===== config.mk =====
export PLATFORM = sky130hd
export DESIGN_NAME = switch_input
export DESIGN_NICKNAME = d
export VERILOG_FILES = /design/src/rtl/switch_input.sv
export SDC_FILE = /design/constraint.sdc
export NUM_CORES = 1
export LEC_CHECK = 0
export ABC_CLOCK_PERIOD_IN_PS = 4100
export CELL_PAD_IN_SITES_DETAIL_PLACEMENT = 0
export CELL_PAD_IN_SITES_GLOBAL_PLACEMENT = 1
export CORE_MARGIN = 2
export CORE_UTILIZATION = 47
export CTS_CLUSTER_DIAMETER = 150
export CTS_CLUSTER_SIZE = 25
export DETAILED_ROUTE_END_ITERATION = 8
export PLACE_DENSITY = 0.87
export REMOVE_ABC_BUFFERS = 1
export SKIP_LAST_GASP = 1
export SYNTH_ARGS = -nofsm -noshare
export SYNTH_HDL_FRONTEND = slang
export SYNTH_SLANG_ARGS = --single-unit

===== constraint.sdc =====
create_clock -name switch_clk -period 4.1 [get_ports switch_clk]
set_clock_uncertainty 0.15 [all_clocks]
set_input_delay 1.23 -clock switch_clk [delete_from_list [all_inputs] [get_ports switch_clk]]
set_output_delay 1.23 -clock switch_clk [all_outputs]
set_load 0.005 [all_outputs]

===== src/rtl/switch_input.sv =====
// MMIO slide-switch input port: two-flop synchronizer, whole-vector debounce,
// sticky read-to-clear change flags and a registered 16-bit read port.
module switch_input #(
    parameter int DEBOUNCE_CYCLES = 500000
) (
    input  logic        switch_clk,
    input  logic        switchrst,
    input  logic        switchread,
    input  logic        switchcs,
    input  logic [1:0]  switchaddr,
    input  logic [23:0] switch_i,
    output logic [15:0] switchrdata,
    output logic [23:0] switchval
);

    localparam int               CNT_W    = $clog2(DEBOUNCE_CYCLES + 1);
    localparam logic [CNT_W-1:0] CNT_LAST = CNT_W'(DEBOUNCE_CYCLES - 1);

    typedef enum logic [1:0] {
        ADDR_VAL_LO  = 2'b00,
        ADDR_FLAG_LO = 2'b01,
        ADDR_VAL_HI  = 2'b10,
        ADDR_FLAG_HI = 2'b11
    } addr_e;

    logic [23:0]      sync1_q, sync1_d;
    logic [23:0]      sync2_q, sync2_d;
    logic [23:0]      candidate_q, candidate_d;
    logic [CNT_W-1:0] counter_q, counter_d;
    logic [23:0]      debounced_q, debounced_d;
    logic [23:0]      flags_q, flags_d;
    logic [15:0]      rdata_q, rdata_d;
    logic [23:0]      set_mask;
    logic [23:0]      clr_mask;

    // NOTE: every always_comb output gets a default first, so no path can leave
    // a signal unassigned and infer a latch.
    always_comb begin
        sync1_d     = switch_i;
        sync2_d     = sync1_q;
        candidate_d = candidate_q;
        counter_d   = counter_q;
        debounced_d = debounced_q;
        rdata_d     = rdata_q;
        set_mask    = '0;
        clr_mask    = '0;

        // Any difference from the candidate restarts the count for the whole vector.
        if (sync2_q != candidate_q) begin
            candidate_d = sync2_q;
            counter_d   = '0;
        end else if (counter_q < CNT_LAST) begin
            counter_d = counter_q + 1'b1;
        end else begin
            debounced_d = candidate_q;
            set_mask    = debounced_q ^ candidate_q;
        end

        if (switchcs && switchread) begin
            case (addr_e'(switchaddr))
                ADDR_VAL_LO:  rdata_d = debounced_q[15:0];
                ADDR_VAL_HI:  rdata_d = {8'h00, debounced_q[23:16]};
                ADDR_FLAG_LO: begin
                    rdata_d  = flags_q[15:0];
                    clr_mask = 24'h00_FFFF;
                end
                ADDR_FLAG_HI: begin
                    rdata_d  = {8'h00, flags_q[23:16]};
                    clr_mask = 24'hFF_0000;
                end
            endcase
        end

        // Set wins over a same-edge clear so no change event is ever lost.
        flags_d = (flags_q & ~clr_mask) | set_mask;
    end

    // NOTE: state is updated with non-blocking assignments so every flop sees
    // the pre-edge values of the others, matching the hardware.
    always_ff @(posedge switch_clk) begin
        if (switchrst) begin
            sync1_q     <= '0;
            sync2_q     <= '0;
            candidate_q <= '0;
            counter_q   <= '0;
            debounced_q <= '0;
            flags_q     <= '0;
            rdata_q     <= '0;
        end else begin
            sync1_q     <= sync1_d;
            sync2_q     <= sync2_d;
            candidate_q <= candidate_d;
            counter_q   <= counter_d;
            debounced_q <= debounced_d;
            flags_q     <= flags_d;
            rdata_q     <= rdata_d;
        end
    end

    assign switchrdata = rdata_q;
    assign switchval   = debounced_q;

endmodule

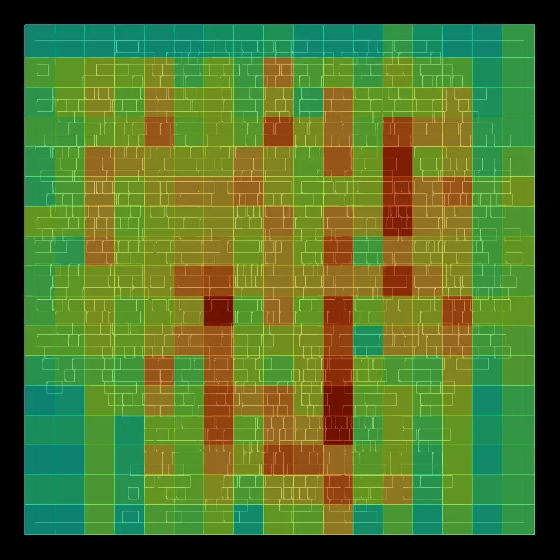
*Track usage over the die*
layer with the highest usage: met2
total track usage: 0.1880
grt met3 use: 0.05184

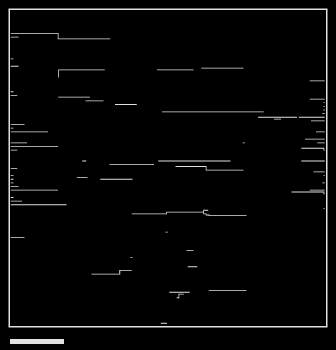
*Metal 3*
The bar under the picture is 20 um long.
nets with wire on the layer: 54
wire length on this layer: 536 um
main direction: horizontal
share of all routed wire: 4.4%

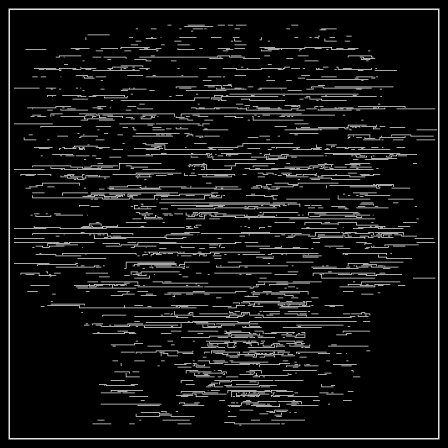
*The metal 1 layer*
main direction: horizontal
share of all routed wire: 46%
nets with wire on the layer: 621
wire length on this layer: 5620 um
longest straight run: 35.4 um

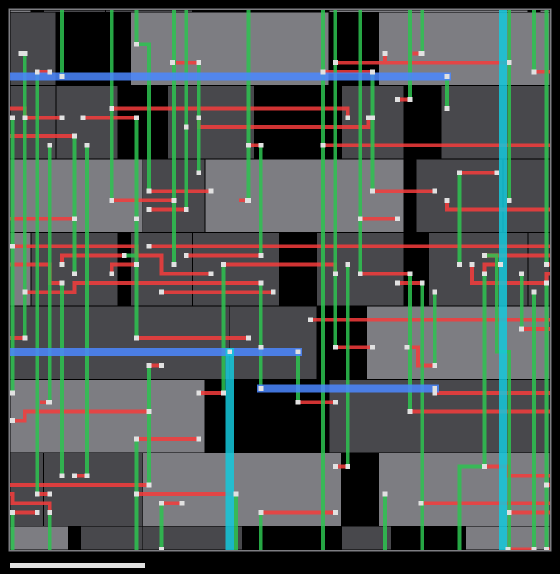
*A small window of the routed layout*
The bar under the picture is 5 um long. Region (19, 78) to (39, 98) um. Cells in gray, sequential cells in the stronger gray; small squares are vias.
legend:
  met4:
    color: cyan
  met3:
    color: blue
  met2:
    color: green
  met1:
    color: red
netlist names of flops here include: candidate_q (3), switchval (3), flags_q (2)
sequential cells in the window: 8
most frequent: dfxtp_1 (8), xor2_1 (6), nand2b_1 (4)
cells with their middle in the window: 25

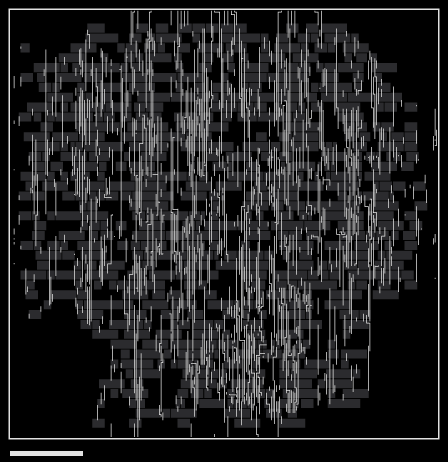
*The metal 2 layer*
The bar under the picture is 20 um long.
share of all routed wire: 48%
wire length on this layer: 5910 um
longest straight run: 47.9 um

==> summary.txt <==
yosys + openroad results -> run status finished, final reports clean, Least-Margin Pin Slew 0.8219 ns, cell type group with the largest total delay on the critical path buffers and inverters, clock network power 0.00155 W, combinational family with the most area after synthesis simple AND/OR/NAND/NOR gates, aoi share 0.09423, sequential share of the synthesized area 0.5091, Commonest cells post-synth sky130_fd_sc_hd__dfxtp_1 (155), sky130_fd_sc_hd__nor2b_1 (72), sky130_fd_sc_hd__xor2_1 (51), DR WL met2 5.914 mm, Core Region 12620 um2, area of all placed cells without fillers 7500 um2, PortBufs 69, Std-Cell Rows 41, and+or+nand+nor area frac 0.2030, maximum fanout along the worst path 4, largest vdd supply drop 0.2313 mV, origin of the critical flop-to-flop path candidate_q[19], CP Buf/Inv Count 1, number of nets with antenna violations after routing 0, effective utilization at floorplan 0.4829, total number of cells along the worst setup path 1, heaviest power group sequential cells, clock tree from TritonCTS yes, startpoint class of the critical path flop, vertical die dimension 117.9 um, Setup Fix Bufs, Post-CTS 0, Crit path arrival time 1.42 ns, Final Net Count 666, non-clock buffering overhead in the final layout 0.1008, maximum capacitance violations 0, final routed DRC violation total 0, Peak Freq 357.7 MHz, maximum number of pins on one net before global-route repair 56, combined area of all synthesized cells 6095 um2, count of H-tree levels built during CTS 4
Power figures rest on the tool's default switching activity, not on a simulated workload.
